### config.mk
export PLATFORM = sky130hd
export DESIGN_NAME = zigzag_reorder_flat
export DESIGN_NICKNAME = d
export VERILOG_FILES = /design/src/rtl/zigzag_reorder_if.sv /design/src/rtl/zigzag_reorder.sv /design/src/flat_wrapper.sv
export SDC_FILE = /design/constraint.sdc
export NUM_CORES = 2
export LEC_CHECK = 0
export CAP_MARGIN = 20
export CORE_ASPECT_RATIO = 1.4
export CORE_MARGIN = 4
export CORE_UTILIZATION = 55
export DETAILED_ROUTE_END_ITERATION = 10
export PLACE_DENSITY = 0.76
export SLEW_MARGIN = 20
export SYNTH_ARGS = -nofsm -noshare
export SYNTH_HDL_FRONTEND = slang
export SYNTH_SLANG_ARGS = --single-unit
### constraint.sdc
create_clock -name sys_clk -period 3.38 [get_ports sys_clk]
set_clock_uncertainty 0.15 [all_clocks]
set_input_delay 0.845 -clock sys_clk [delete_from_list [all_inputs] [get_ports sys_clk]]
set_output_delay 0.845 -clock sys_clk [all_outputs]
set_load 0.02 [all_outputs]
### src/rtl/zigzag_reorder_if.sv
// Coefficient stream in (raster order) and zigzag stream out for zigzag_reorder.
interface zigzag_reorder_if #(parameter int DATA_W = 12);
  logic              ZigZag_start;
  logic [DATA_W-1:0] DCT_data;
  logic [DATA_W-1:0] zz_data;
  logic              zz_valid;
  logic              zz_sob;
  logic              zz_eob;
  logic              blk_err;

  modport slave (
    input  ZigZag_start, DCT_data,
    output zz_data, zz_valid, zz_sob, zz_eob, blk_err
  );

  modport master (
    output ZigZag_start, DCT_data,
    input  zz_data, zz_valid, zz_sob, zz_eob, blk_err
  );
endinterface

### src/rtl/zigzag_reorder.sv
// 8x8 raster-to-zigzag reorder with ping-pong banks; back-to-back blocks, no gaps.
// Optional ZIGZAG_TRANSPOSE_EN: input arrives column-major and is transposed on write.
module zigzag_reorder #(
  parameter int DATA_W = 12
) (
  input  logic            sys_clk,
  input  logic            sys_rst_n,
  zigzag_reorder_if.slave zz_if
);

  localparam logic [5:0] ZZ_LUT [64] = '{
    6'd0,  6'd1,  6'd8,  6'd16, 6'd9,  6'd2,  6'd3,  6'd10,
    6'd17, 6'd24, 6'd32, 6'd25, 6'd18, 6'd11, 6'd4,  6'd5,
    6'd12, 6'd19, 6'd26, 6'd33, 6'd40, 6'd48, 6'd41, 6'd34,
    6'd27, 6'd20, 6'd13, 6'd6,  6'd7,  6'd14, 6'd21, 6'd28,
    6'd35, 6'd42, 6'd49, 6'd56, 6'd57, 6'd50, 6'd43, 6'd36,
    6'd29, 6'd22, 6'd15, 6'd23, 6'd30, 6'd37, 6'd44, 6'd51,
    6'd58, 6'd59, 6'd52, 6'd45, 6'd38, 6'd31, 6'd39, 6'd46,
    6'd53, 6'd60, 6'd61, 6'd54, 6'd47, 6'd55, 6'd62, 6'd63
  };

  typedef enum logic {WR_IDLE, WR_FILL}  wr_state_e;
  typedef enum logic {RD_IDLE, RD_DRAIN} rd_state_e;

  logic [DATA_W-1:0] r_mem [2][64];

  wr_state_e   r_wr_state, w_wr_state_nxt;
  logic [5:0]  r_wr_idx, w_wr_idx_nxt, w_wr_idx_cur, w_wr_addr;
  logic        r_wr_bank, w_wr_bank_nxt;
  logic        w_wr_en, w_wr_done, w_abort;

  rd_state_e   r_rd_state, w_rd_state_nxt;
  logic [5:0]  r_rd_cnt, w_rd_cnt_nxt, w_rd_addr;
  logic        r_rd_bank, w_rd_bank_nxt;
  logic        w_rd_en, w_rd_rel, w_rd_other, w_next_ready, w_cur_ready;

  logic [1:0]        r_full;
  logic [DATA_W-1:0] r_zz_data;
  logic              r_zz_valid, r_zz_sob, r_zz_eob, r_blk_err;

  // ---------------- write side ----------------
  always_comb begin
    w_wr_state_nxt = r_wr_state;
    w_wr_idx_nxt   = r_wr_idx;
    w_wr_bank_nxt  = r_wr_bank;
    w_wr_idx_cur   = r_wr_idx;
    w_wr_en        = 1'b0;
    w_wr_done      = 1'b0;
    w_abort        = 1'b0;
    if (zz_if.ZigZag_start) begin
      // a start always wins: restart at index 0 in the current bank
      w_wr_en        = 1'b1;
      w_wr_idx_cur   = 6'd0;
      w_wr_idx_nxt   = 6'd1;
      w_wr_state_nxt = WR_FILL;
      w_abort        = (r_wr_state == WR_FILL);
    end else if (r_wr_state == WR_FILL) begin
      w_wr_en = 1'b1;
      if (r_wr_idx == 6'd63) begin
        w_wr_done      = 1'b1;
        w_wr_bank_nxt  = ~r_wr_bank;
        w_wr_idx_nxt   = 6'd0;
        w_wr_state_nxt = WR_IDLE;
      end else begin
        w_wr_idx_nxt = r_wr_idx + 6'd1;
      end
    end
  end

`ifdef ZIGZAG_TRANSPOSE_EN
  assign w_wr_addr = {w_wr_idx_cur[2:0], w_wr_idx_cur[5:3]};
`else
  assign w_wr_addr = w_wr_idx_cur;
`endif

  always_ff @(posedge sys_clk or negedge sys_rst_n) begin
    if (!sys_rst_n) begin
      r_wr_state <= WR_IDLE;
      r_wr_idx   <= 6'd0;
      r_wr_bank  <= 1'b0;
      r_blk_err  <= 1'b0;
    end else begin
      r_wr_state <= w_wr_state_nxt;
      r_wr_idx   <= w_wr_idx_nxt;
      r_wr_bank  <= w_wr_bank_nxt;
      r_blk_err  <= w_abort;
    end
  end

  always_ff @(posedge sys_clk) begin
    if (w_wr_en) r_mem[r_wr_bank][w_wr_addr] <= zz_if.DCT_data;
  end

  // ---------------- read side ----------------
  // A bank completing this cycle counts as ready so the drain starts next cycle.
  assign w_rd_other   = ~r_rd_bank;
  assign w_cur_ready  = r_full[r_rd_bank] | (w_wr_done && (r_wr_bank == r_rd_bank));
  assign w_next_ready = r_full[w_rd_other] | (w_wr_done && (r_wr_bank == w_rd_other));
  assign w_rd_addr    = ZZ_LUT[r_rd_cnt];

  always_comb begin
    w_rd_state_nxt = r_rd_state;
    w_rd_cnt_nxt   = r_rd_cnt;
    w_rd_bank_nxt  = r_rd_bank;
    w_rd_en        = 1'b0;
    w_rd_rel       = 1'b0;
    case (r_rd_state)
      RD_IDLE: begin
        if (w_cur_ready) begin
          w_rd_state_nxt = RD_DRAIN;
          w_rd_cnt_nxt   = 6'd0;
        end
      end
      RD_DRAIN: begin
        w_rd_en      = 1'b1;
        w_rd_cnt_nxt = r_rd_cnt + 6'd1;
        if (r_rd_cnt == 6'd63) begin
          w_rd_rel       = 1'b1;
          w_rd_bank_nxt  = w_rd_other;
          w_rd_cnt_nxt   = 6'd0;
          w_rd_state_nxt = w_next_ready ? RD_DRAIN : RD_IDLE;
        end
      end
      default: w_rd_state_nxt = RD_IDLE;
    endcase
  end

  always_ff @(posedge sys_clk or negedge sys_rst_n) begin
    if (!sys_rst_n) begin
      r_rd_state <= RD_IDLE;
      r_rd_cnt   <= 6'd0;
      r_rd_bank  <= 1'b0;
      r_full     <= 2'b00;
    end else begin
      r_rd_state <= w_rd_state_nxt;
      r_rd_cnt   <= w_rd_cnt_nxt;
      r_rd_bank  <= w_rd_bank_nxt;
      if (w_rd_rel)  r_full[r_rd_bank] <= 1'b0;
      if (w_wr_done) r_full[r_wr_bank] <= 1'b1;
    end
  end

  always_ff @(posedge sys_clk or negedge sys_rst_n) begin
    if (!sys_rst_n) begin
      r_zz_data  <= '0;
      r_zz_valid <= 1'b0;
      r_zz_sob   <= 1'b0;
      r_zz_eob   <= 1'b0;
    end else begin
      if (w_rd_en) r_zz_data <= r_mem[r_rd_bank][w_rd_addr];
      r_zz_valid <= w_rd_en;
      r_zz_sob   <= w_rd_en && (r_rd_cnt == 6'd0);
      r_zz_eob   <= w_rd_en && (r_rd_cnt == 6'd63);
    end
  end

  assign zz_if.zz_data  = r_zz_data;
  assign zz_if.zz_valid = r_zz_valid;
  assign zz_if.zz_sob   = r_zz_sob;
  assign zz_if.zz_eob   = r_zz_eob;
  assign zz_if.blk_err  = r_blk_err;

endmodule

### src/flat_wrapper.sv
// flat-port wrapper written by rule: the top's interface ports become plain ports
module zigzag_reorder_flat 
#(
  parameter int DATA_W = 12
)
  (sys_clk, sys_rst_n, zz_if_ZigZag_start, zz_if_DCT_data, zz_if_zz_data, zz_if_zz_valid, zz_if_zz_sob, zz_if_zz_eob, zz_if_blk_err);
  zigzag_reorder_if #(.DATA_W(DATA_W)) zz_if_i ();
  input  logic sys_clk;
  input  logic sys_rst_n;
  input wire logic [$bits(zz_if_i.ZigZag_start)-1:0] zz_if_ZigZag_start;
  input wire logic [$bits(zz_if_i.DCT_data)-1:0] zz_if_DCT_data;
  output wire logic [$bits(zz_if_i.zz_data)-1:0] zz_if_zz_data;
  output wire logic [$bits(zz_if_i.zz_valid)-1:0] zz_if_zz_valid;
  output wire logic [$bits(zz_if_i.zz_sob)-1:0] zz_if_zz_sob;
  output wire logic [$bits(zz_if_i.zz_eob)-1:0] zz_if_zz_eob;
  output wire logic [$bits(zz_if_i.blk_err)-1:0] zz_if_blk_err;
  assign zz_if_i.ZigZag_start = zz_if_ZigZag_start;
  assign zz_if_i.DCT_data = zz_if_DCT_data;
  assign zz_if_zz_data = zz_if_i.zz_data;
  assign zz_if_zz_valid = zz_if_i.zz_valid;
  assign zz_if_zz_sob = zz_if_i.zz_sob;
  assign zz_if_zz_eob = zz_if_i.zz_eob;
  assign zz_if_blk_err = zz_if_i.blk_err;
  zigzag_reorder #(.DATA_W(DATA_W)) u_core (.sys_clk(sys_clk), .sys_rst_n(sys_rst_n), .zz_if(zz_if_i));
endmodule
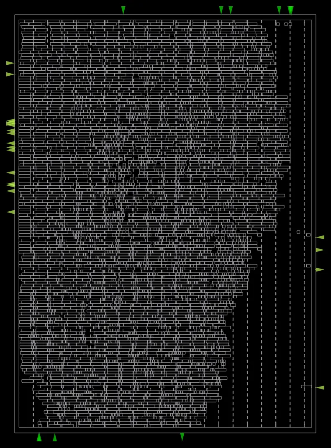
*Cell placement*
flop count: 1570
core footprint: 112000 um^2

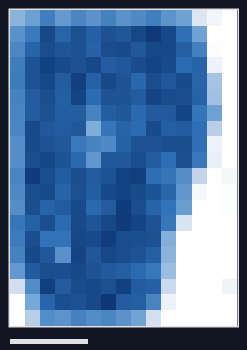
*Placement density heat map*
The bar under the picture is 100 um long. 15 x 20 tiles, from white (low) to dark blue (high), 0 to 100% covered.
mean over tiles: 63%
fullest tile: 97%
emptiest ninth of the die: bottom right
tiles over 75% full: 56%
nearly empty tiles: 16%
fp util: 55.4%
fin util: 68.3%

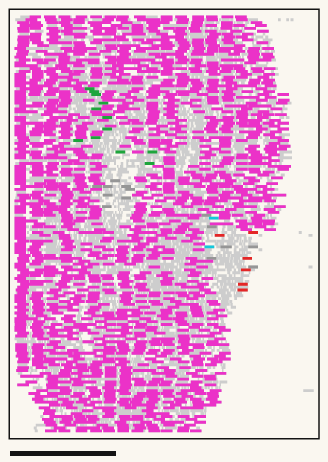
*Where the registers sit*
The bar under the picture is 100 um long. Other sequential cells in the stronger grey, the rest of the logic in the fainter grey.
[red] u_core.r_rd_cnt | sequential cells: 6 | where: right middle
[cyan] u_core.r_full | sequential cells: 2
[green] u_core.zz_if.zz_data | sequential cells: 12
[magenta] u_core.r_mem | sequential cells: 1536 | where: all over the die
sequential share of cell area: 61.5%
sequential power: 21.7 mW
Register Area: 47000 um^2

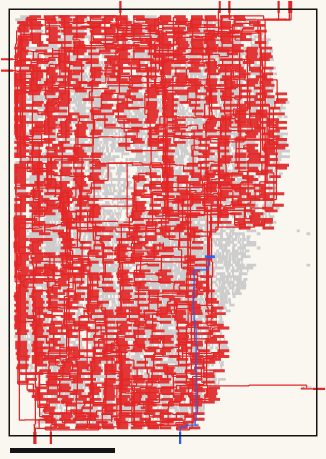
*Port wiring*
The bar under the picture is 100 um long.
[red] zz_if_DCT_data | bits: 12 | direction: input | edge: 6 top, 3 bottom, 2 left, 1 right | end cells: 1536 | buffers: 42 | wire: 26.1 mm
[blue] zz_if_zz_sob | bits: 1 | direction: output | edge: bottom | end cells: 1 | buffers: 1 | wire: 209 um
I/O pin count: 31
IO buf count: 30

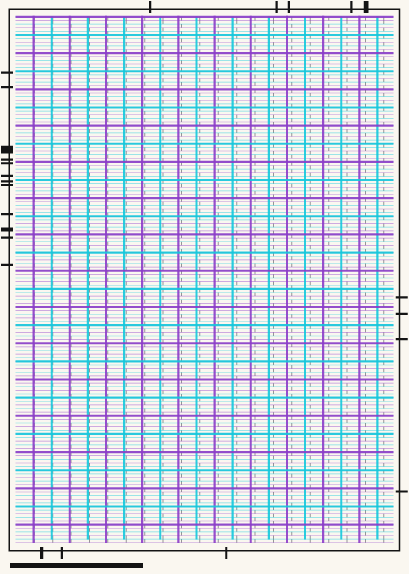
*PDN straps and rails*
The bar under the picture is 100 um long. Pins as bars on the die edge. Tap cells in grey.
[cyan] VDD
[purple] VSS
tap cells: 1470
met1 rails: 146
DIE WIDTH: 292 um
die height: 405 um
VDD IR max: 0.815 mV

[power by group]
part           internal (mW)  total (mW)  switching (mW)
Sequential              21.5        21.7           0.210
Combinational           9.92        23.1            13.2
Clock                   8.64        15.8            7.14
Total                   40.1        60.6            20.6
[worst max-delay path, stage by stage (launching register included)]
cell and delay [ps]:
dfrtp_1 390, inv_2 90, ha_4 300, nand2_4 60, o2111a_1 130, or4_4 530, buf_6 150, nand2_8 80
buf_6 130, nor3_4 50, buf_6 120, buf_6 120, nand3_2 50, nand4_1 350, o41ai_4 740, o21ai_2 210
nor3_2 230
[placed cells by master, fill, tap and decap left out, types with 28 or more instances in the layout]
cell type / n
clkbuf_16: 147
a211oi_1: 88
nor2_1: 165
mux4_2: 112
nand3_1: 350
o22ai_1: 64
edfxtp_1: 1536
nand2_1: 743
nor2b_1: 92
buf_6: 48
mux2i_1: 120
dfrtp_1: 32
a21oi_1: 111
buf_12: 162
buf_4: 483
nand4_1: 92
clkbuf_1: 28
[through the flow]
stage	TNS (ps)	hold WS (ps)	total power [mW]	utilization, %	instances
after floorplan	0	243	31.0	-	4068
after global placement	-14980	335	40.1	62.2	5922
after detailed placement	-13320	335	40.4	62.2	5923
after CTS	-3790	2.16	58.0	67.3	6227
after global routing	-5430	54.7	62.4	68.3	6278
final	-4890	38.5	60.6	68.3	6279
[metal layers]
metal | GRT usage (%) | wire, um | share of wire [%] | up-vias
met4 | 17.9 | 14200 | 7.7 | 0
li1 | - | - | - | 16800
met2 | 50.3 | 90000 | 49 | 3097
met3 | 5.54 | 19500 | 11 | 703
met1 | 37.3 | 60700 | 33 | 20000
met5 | 0 | 0 | 0 | -
[sequential cells by signal, summed over array words and instances, names as in the netlist]
name	flops
u_core.zz_if.zz_sob	1
u_core.zz_if.zz_valid	1
u_core.r_wr_bank	1
u_core.zz_if.zz_data	12
u_core.r_wr_idx	6
u_core.r_full	2
u_core.r_mem	1536
u_core.r_rd_state	1
u_core.r_wr_state	1
u_core.r_rd_bank	1
u_core.zz_if.blk_err	1
u_core.zz_if.zz_eob	1
u_core.r_rd_cnt	6
[cell type report]
type / count / share of cell area, %
tap: 1470 / 2.41
sequential: 1570 / 61.5
timing repair buffer: 733 / 10.6
clock inverter: 73 / 0.939
antenna: 2 / 0.00655
inverter: 11 / 0.0574
clock buffer: 177 / 4.92
multi-input combinational: 2243 / 19.6
[worst max-delay path by stage]
stage | startpoint | endpoint | slack (ps)
3_5_place_dp | u_core.r_rd_cnt[0]$_DFFE_PN0P_ | u_core.zz_if.zz_data[8]$_DFFE_PN0P_ | -1630
3_3_place_gp | u_core.r_rd_cnt[0]$_DFFE_PN0P_ | u_core.zz_if.zz_data[9]$_DFFE_PN0P_ | -1700
4_1_cts | u_core.r_rd_cnt[0]$_DFFE_PN0P_ | u_core.zz_if.zz_data[8]$_DFFE_PN0P_ | -380
6_report | u_core.r_rd_cnt[0]$_DFFE_PN0P_ | u_core.zz_if.zz_data[11]$_DFFE_PN0P_ | -570
5_1_grt | u_core.r_rd_cnt[0]$_DFFE_PN0P_ | u_core.zz_if.zz_data[11]$_DFFE_PN0P_ | -640
2_1_floorplan | zz_if_ZigZag_start | u_core.r_mem[0][288]$_DFFE_PP_ | 10
==> flow_metrics.py <==
# Physical implementation metrics
metrics = {
    "synthesis": {
        "synthAdderAreaFrac_pct": 0.323,
        "ys_types": 62,
        "yosysChipArea_um2": 61900,
        "synth_nets": 4099,
        "ys_top_logic_family": "simple AND/OR/NAND/NOR gates",
        "synth-seq-cells": 1570,
        "ys_sh_aoi_pct": 4.17,
    },
    "outcome": {
        "violations": "setup timing",
        "status": "finished with violations",
    },
    "sta": {
        "setup_ws_ps": -574,
        "setup_viol": 12,
        "fmax_mhz": 253,
        "hold_violations": 0,
        "drv_slew": 0,
        "tightest_slew_ps": 961,
    },
    "route": {
        "viasPerCell": 6.47,
        "antenna_left": 0,
        "dr.first_iter.drc_count": 6181,
        "drcViolationCount": 0,
        "vias": 40600,
        "dr.pass1.iters": 6,
    },
    "worst_setup_path": {
        "worstPathMaxFanout": 6,
        "cp-end-kind": "flip-flop",
        "start_kind": "flip-flop",
        "reg2reg_depth": 16,
    },
    "final_layout": {
        "drive_above_1_share_pct": 24.8,
        "final_nets": 4730,
        "final_area_um2": 76400,
        "nFillCells": 6832,
        "area_growth_pct": 23.4,
    },
    "power_and_ir_drop": {
        "p_leak_nw": 25.7,
    },
    "global_route": {
        "grt_start_max_net_pins": 129,
        "grt_pass1_wl_um": 262000,
        "track_usage_pct": 30.3,
        "grt_overflow_total": 0,
    },
    "flow_run": {
        "cap_viol_max_count": 0,
    },
    "clocking": {
        "post_cts_buffers": 49,
        "cts.repair.resized": 128,
        "cts_buffer_depth": 3,
    },
    "place": {
        "dp_hpwl_um": 115000,
    },
    "floorplan": {
        "chip_area_um2": 118000,
    },
    "hold_path": {
        "hold_path.class": "in2async",
    },
}
Power figures rest on the tool's default switching activity, not on a simulated workload.
